File: src/rtl/mtc_arb_pkg.sv
// mtc_arb_pkg: MTC bus constants, arbiter defaults and the round-robin search helper.
package mtc_arb_pkg;
    localparam int MTC2SL_LEN     = 32;
    localparam int MTC_VALID_BIT  = MTC2SL_LEN - 1;
    localparam int FIFO_DEPTH_DEF = 4;
    localparam int CNT_WIDTH_DEF  = 16;

    // First set bit of req searching ptr, ptr+1, ... mod n; -1 when req is empty.
    function automatic int next_grant(input logic [31:0] req, input int ptr, input int n);
        int g;
        int idx;
        g = -1;
        for (int k = 31; k >= 0; k--) begin
            idx = (ptr + k >= n) ? ptr + k - n : ptr + k;
            if (k < n && req[idx[4:0]]) g = idx;
        end
        return g;
    endfunction
endpackage

File: src/rtl/mtc_arb_fifo.sv
// mtc_arb_fifo: single-clock FIFO with first-word fall-through head and push+pop on full.
module mtc_arb_fifo #(
    parameter int W = 32,
    parameter int DEPTH = 4,
    localparam int AW = $clog2(DEPTH)
) (
    input  logic         clock,
    input  logic         rst,
    input  logic         push,
    input  logic         pop,
    input  logic [W-1:0] din,
    output logic [W-1:0] dout,
    output logic         full,
    output logic         empty,
    output logic [AW:0]  count
);
    logic [W-1:0] mem [DEPTH];
    logic [AW-1:0] wr_ptr, rd_ptr;
    logic wr, rd;

    assign rd    = pop && !empty;
    assign wr    = push && (!full || rd);
    assign full  = count == (AW+1)'(DEPTH);
    assign empty = count == '0;
    assign dout  = mem[rd_ptr];

    always_ff @(posedge clock) begin
        if (rst) begin
            wr_ptr <= '0;
            rd_ptr <= '0;
            count  <= '0;
        end else begin
            if (wr) begin
                mem[wr_ptr] <= din;
                wr_ptr <= wr_ptr + AW'(1);
            end
            if (rd) rd_ptr <= rd_ptr + AW'(1);
            count <= count + (AW+1)'(wr) - (AW+1)'(rd);
        end
    end
endmodule

File: src/rtl/mtc_sl_arbiter.sv
// mtc_sl_arbiter: per-slot MTC FIFOs serialised round-robin onto one ready/valid stream.
// Define MTC_ARB_DROP_CNT_EN to build the saturating per-slot drop counters.
module mtc_sl_arbiter
    import mtc_arb_pkg::*;
#(
    parameter int N_IN = 3,
    parameter int FIFO_DEPTH = FIFO_DEPTH_DEF,
    parameter int CNT_WIDTH = CNT_WIDTH_DEF,
    localparam int SW = N_IN > 1 ? $clog2(N_IN) : 1
) (
    input  logic                  clock,
    input  logic                  rst,
    input  logic [MTC2SL_LEN-1:0] mtc_in [N_IN],
    output logic [MTC2SL_LEN-1:0] mtc_out,
    output logic                  mtc_out_valid,
    input  logic                  mtc_out_ready,
    output logic [SW-1:0]         mtc_out_src,
    output logic [N_IN-1:0]       fifo_ovfl,
    output logic [CNT_WIDTH-1:0]  drop_cnt [N_IN]
);
    localparam int CW = $clog2(FIFO_DEPTH) + 1;
    localparam logic [MTC2SL_LEN-1:0] VMASK = MTC2SL_LEN'(1) << MTC_VALID_BIT;

    logic [MTC2SL_LEN-1:0] head [N_IN];
    logic [N_IN-1:0] full, empty, pop, drop;
    logic [SW-1:0] rr_ptr, sel_src;
    logic [MTC2SL_LEN-1:0] sel_word;
    logic load;
    int grant;

    for (genvar i = 0; i < N_IN; i++) begin : g_slot
        logic [CW-1:0] unused_count;
        mtc_arb_fifo #(.W(MTC2SL_LEN), .DEPTH(FIFO_DEPTH)) u_fifo (
            .clock(clock),
            .rst(rst),
            .push(mtc_in[i][MTC_VALID_BIT]),
            .pop(pop[i]),
            .din(mtc_in[i]),
            .dout(head[i]),
            .full(full[i]),
            .empty(empty[i]),
            .count(unused_count)
        );
        assign pop[i]  = load && grant == i;
        assign drop[i] = mtc_in[i][MTC_VALID_BIT] && full[i] && !pop[i];
`ifdef MTC_ARB_DROP_CNT_EN
        always_ff @(posedge clock) begin
            if (rst) drop_cnt[i] <= '0;
            else if (drop[i] && drop_cnt[i] != '1) drop_cnt[i] <= drop_cnt[i] + CNT_WIDTH'(1);
        end
`else
        assign drop_cnt[i] = '0;
`endif
    end

    // Output register is free when empty or being drained; ready never reaches the outputs combinationally.
    always_comb begin
        grant = next_grant(32'(~empty), int'(rr_ptr), N_IN);
        load  = (!mtc_out_valid || mtc_out_ready) && grant >= 0;
    end

    always_comb begin
        sel_word = '0;
        sel_src  = '0;
        for (int k = 0; k < N_IN; k++) begin
            if (grant == k) begin
                sel_word = head[k];
                sel_src  = SW'(k);
            end
        end
    end

    always_ff @(posedge clock) begin
        if (rst) begin
            mtc_out       <= '0;
            mtc_out_valid <= 1'b0;
            mtc_out_src   <= '0;
            rr_ptr        <= '0;
            fifo_ovfl     <= '0;
        end else begin
            fifo_ovfl <= fifo_ovfl | drop;
            if (load) begin
                mtc_out       <= sel_word | VMASK;
                mtc_out_valid <= 1'b1;
                mtc_out_src   <= sel_src;
                rr_ptr        <= sel_src == SW'(N_IN - 1) ? '0 : sel_src + SW'(1);
            end else if (mtc_out_ready) begin
                mtc_out       <= '0;
                mtc_out_valid <= 1'b0;
                mtc_out_src   <= '0;
            end
        end
    end
endmodule

File: config.mk
export PLATFORM = sky130hd
export DESIGN_NAME = mtc_sl_arbiter
export DESIGN_NICKNAME = d
export VERILOG_FILES = /design/src/rtl/mtc_arb_pkg.sv /design/src/rtl/mtc_arb_fifo.sv /design/src/rtl/mtc_sl_arbiter.sv
export SDC_FILE = /design/constraint.sdc
export NUM_CORES = 1
export LEC_CHECK = 0
export CAP_MARGIN = 10
export CORE_ASPECT_RATIO = 2
export CORE_MARGIN = 3
export CORE_UTILIZATION = 57
export CTS_BUF_LIST = sky130_fd_sc_hd__clkbuf_4 sky130_fd_sc_hd__clkbuf_8 sky130_fd_sc_hd__clkbuf_16
export CTS_CLUSTER_DIAMETER = 30
export DETAILED_ROUTE_END_ITERATION = 7
export PLACE_DENSITY = 0.8
export SYNTH_ARGS = -nofsm -noshare
export SYNTH_HDL_FRONTEND = slang
export SYNTH_SLANG_ARGS = --single-unit
File: constraint.sdc
create_clock -name clock -period 7.5 [get_ports clock]
set_input_delay 1.125 -clock clock [delete_from_list [all_inputs] [get_ports clock]]
set_output_delay 1.125 -clock clock [all_outputs]
set_load 0.1 [all_outputs]
==> images/power_grid.png <==
The bar under the picture is 50 um long. Pins as bars on the die edge. Tap cells in gray.
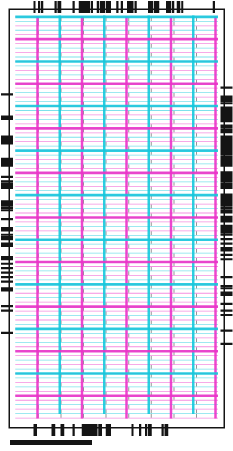
net	color
VDD	cyan
VSS	magenta
tap cells	368
rows	90
met5 straps	18
signal pins	185
met1 rails	91

==> images/placement_by_type.png <==
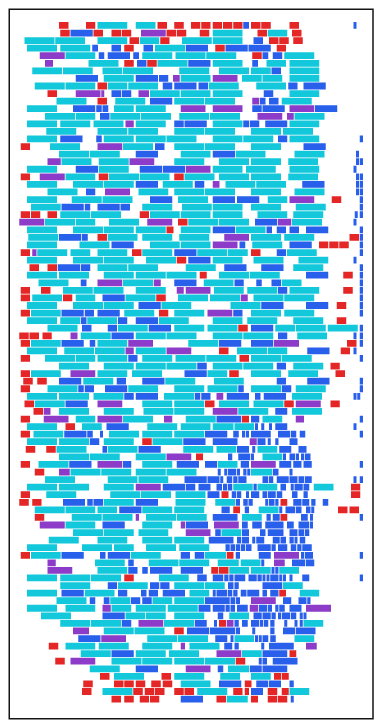
class	color	cells
combinational and other logic	blue	462
remaining buffers and delay cells	red	154
sequential cells	cyan	438
clock drivers and dummy loads	purple	78
share of the final layout cell area in sequential cells: 60.3%
core utilization of the finished layout: 68.5%

==> images/clk_routes.png <==
The bar under the picture is 50 um long.
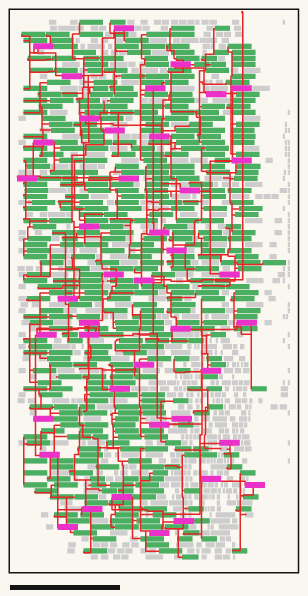
[clock drivers] magenta | count: 42
[clock wires] red | length: 4690 um
[flip-flops] green | count: 438
flops lie	spread over the die

==> impl_metrics.tcl <==
# place-and-route summary
set metrics [dict create \
    run_status "complete, no violations" \
    post_synth_area_from_yosys_stat_sq_mm 0.0176 \
    top_area_cell "sky130_fd_sc_hd__edfxtp_1" \
    synth_flop_count 438 \
    power-per-cell-area_mw_per_mm2 403 \
    layout_top_cell "sky130_fd_sc_hd__edfxtp_1" \
    initial_utilization_pct 58.1 \
    netlist_instances 955 \
    overall_die_height_um 254 \
    timing.slew.headroom_pct 26.1 \
    rows 90 \
    top_cell_area_share_pct 63.5 \
    pwr.group.clock_w 0.00214 \
    clock_sink_count 438 \
    avgViaCountPerCell 6.26 \
    rrSetupSlack_ps 2870 \
    place.port_buffers 136 \
    drtAntennaViolNets 0 \
    finalSetupViolations 0 \
    regToRegStartpoint "rr_ptr[1]$_SDFFE_PP0N_" \
    detailedPlace.worstSlack_ps 2860 \
    drv_cap 0 \
    critical_path.slowest_cell "sky130_fd_sc_hd__and4b_2" \
    clk_pin_slew_ps 60 \
    drtPass1Iterations 7 \
    ctsLongestPathBuffers 3 \
    slowest_delay_ps 1090 \
    synth_warnings 0 \
    place_hpwl_um 24000 \
    critical_path.endpoint "g_slot[2].u_fifo.mem[3][4]$_DFFE_PP_" \
    timing.critical_path.from "rr_ptr[1]$_SDFFE_PP0N_" \
    post_cts_resized 0 \
    grt_first_pass_wirelength_um 58300 \
    internal-power_w 0.00528 \
    initial_antenna_violation_count 6 \
    final_area_sq_mm 0.0207 \
    layout_worst_path_cycle_share_pct 61.7 \
    log.warning_count 40 \
    tightestPinTransition_ps 1110 \
    clock-root-buffer "sky130_fd_sc_hd__clkbuf_16" \
    critical_path.max_fanout 31 \
    yosys_cells 955 \
    grtUsageTotal_pct 24.0 \
    count_of_unique_library_cells_instantiated_by_yosys 59 \
    clockPowerShare_pct 25.7 \
    power.share.sequential_pct 37.9 \
    areaGrowthSynthToFinish_pct 17.9 \
    ys_top_cells_by_count "sky130_fd_sc_hd__edfxtp_1, sky130_fd_sc_hd__mux4_2, sky130_fd_sc_hd__dfxtp_1" \
    cp.arrival_ps 4800 \
    topCellsByArea "sky130_fd_sc_hd__edfxtp_1, sky130_fd_sc_hd__mux4_2, sky130_fd_sc_hd__dfxtp_1, sky130_fd_sc_hd__buf_4, sky130_fd_sc_hd__a32o_1" \
    hold_path.class "reg2reg" \
    worstSetupPathDepth 9 \
    globalplace.congestion 0.843 \
    cts_inserted_buffers 42 \
    min_path_cells 2 \
    nets 1223 \
    slew_violations 0 \
    async_flop_share_pct 0 \
    final_cell_mix "sky130_fd_sc_hd__edfxtp_1, sky130_fd_sc_hd__clkdlybuf4s50_1, sky130_fd_sc_hd__mux4_2" \
    post_placement_cell_area_sq_mm 0.0193 \
    comb_power_w 0.00304 \
    worst_hold_path.endpoint "fifo_ovfl[0]$_SDFF_PP0_" \
    critPathLaunchType "flip-flop" \
    crit_path_setup_slack_layout_ps 2870 \
    grt_overflow 0 \
    powerSeq_w 0.00317 \
    synth.avg_cell_area_sq_um 18.4 \
    unrepaired_setup_endpoints_after_global_routing "no" \
    timing.final.crit_period_ps 4630 \
    area_of_the_core_sq_mm 0.0303 \
    clkLatencyLatePin_ps 550 \
    tritoncts "done" \
    final.setup.tns_ps 0 \
    placed_cells 1422 \
    power.share.switching_pct 36.8 \
    drive_above_1_share_pct 19.1 \
    postSynthSeqShare_pct 71.0 \
    path_common_cell "sky130_fd_sc_hd__a21oi_1" \
    critPathBufInv 1 \
]
==> kinds of logic after synthesis <==
kind of cell / after synthesis / share of synthesized area (%)
simple gates: 142 / 4.84
flops: 438 / 71.0
mux: 93 / 11.9
fa+ha+maj: 26 / 1.98
buf+inv: 124 / 3.93
xor+xnor: 7 / 0.349
compound gates: 124 / 5.95
other cells: 1 / 0.0213
==> area by class of cell <==
cell class,count,area (sq um),area share (%)
sequential,438,12500,60.3
tap,368,460,2.22
multi-input combinational,440,4770,23.0
antenna,5,12.5,0.0603
timing repair buffer,154,1490,7.19
clock inverter,24,221,1.07
inverter,22,82.6,0.398
clock buffer,54,1210,5.82
==> worst register-to-register path, stage by stage, from the launching register on <==
cell,delay (ps)
sky130_fd_sc_hd__dfxtp_1,470
sky130_fd_sc_hd__inv_1,140
sky130_fd_sc_hd__ha_1,320
sky130_fd_sc_hd__nor4b_1,230
sky130_fd_sc_hd__o31ai_1,510
sky130_fd_sc_hd__a21oi_1,120
sky130_fd_sc_hd__a21oi_1,460
sky130_fd_sc_hd__and2_1,550
sky130_fd_sc_hd__a21oi_1,350
sky130_fd_sc_hd__and4b_2,1090
==> layer usage <==
layer	share of wire (%)	GRT usage (%)	wire, um	vias to the layer above
met4	5.8	13.3	2270	2
met5	0.033	0	13	-
met3	6.7	3.71	2630	125
met1	32	26.9	12700	4755
met2	55	43.0	21500	459
li1	-	-	-	4080
==> registers in the layout, summed over array words and instances, names as in the netlist, named ones only <==
name / cells
g_slot.u_fifo.wr_ptr: 6
mtc_out: 31
mtc_out_valid: 1
g_slot.u_fifo.count: 9
g_slot.u_fifo.rd_ptr: 6
fifo_ovfl: 3
rr_ptr: 2
g_slot.u_fifo.mem: 372
mtc_out_src: 2
Power and IR drop assume default switching activity.
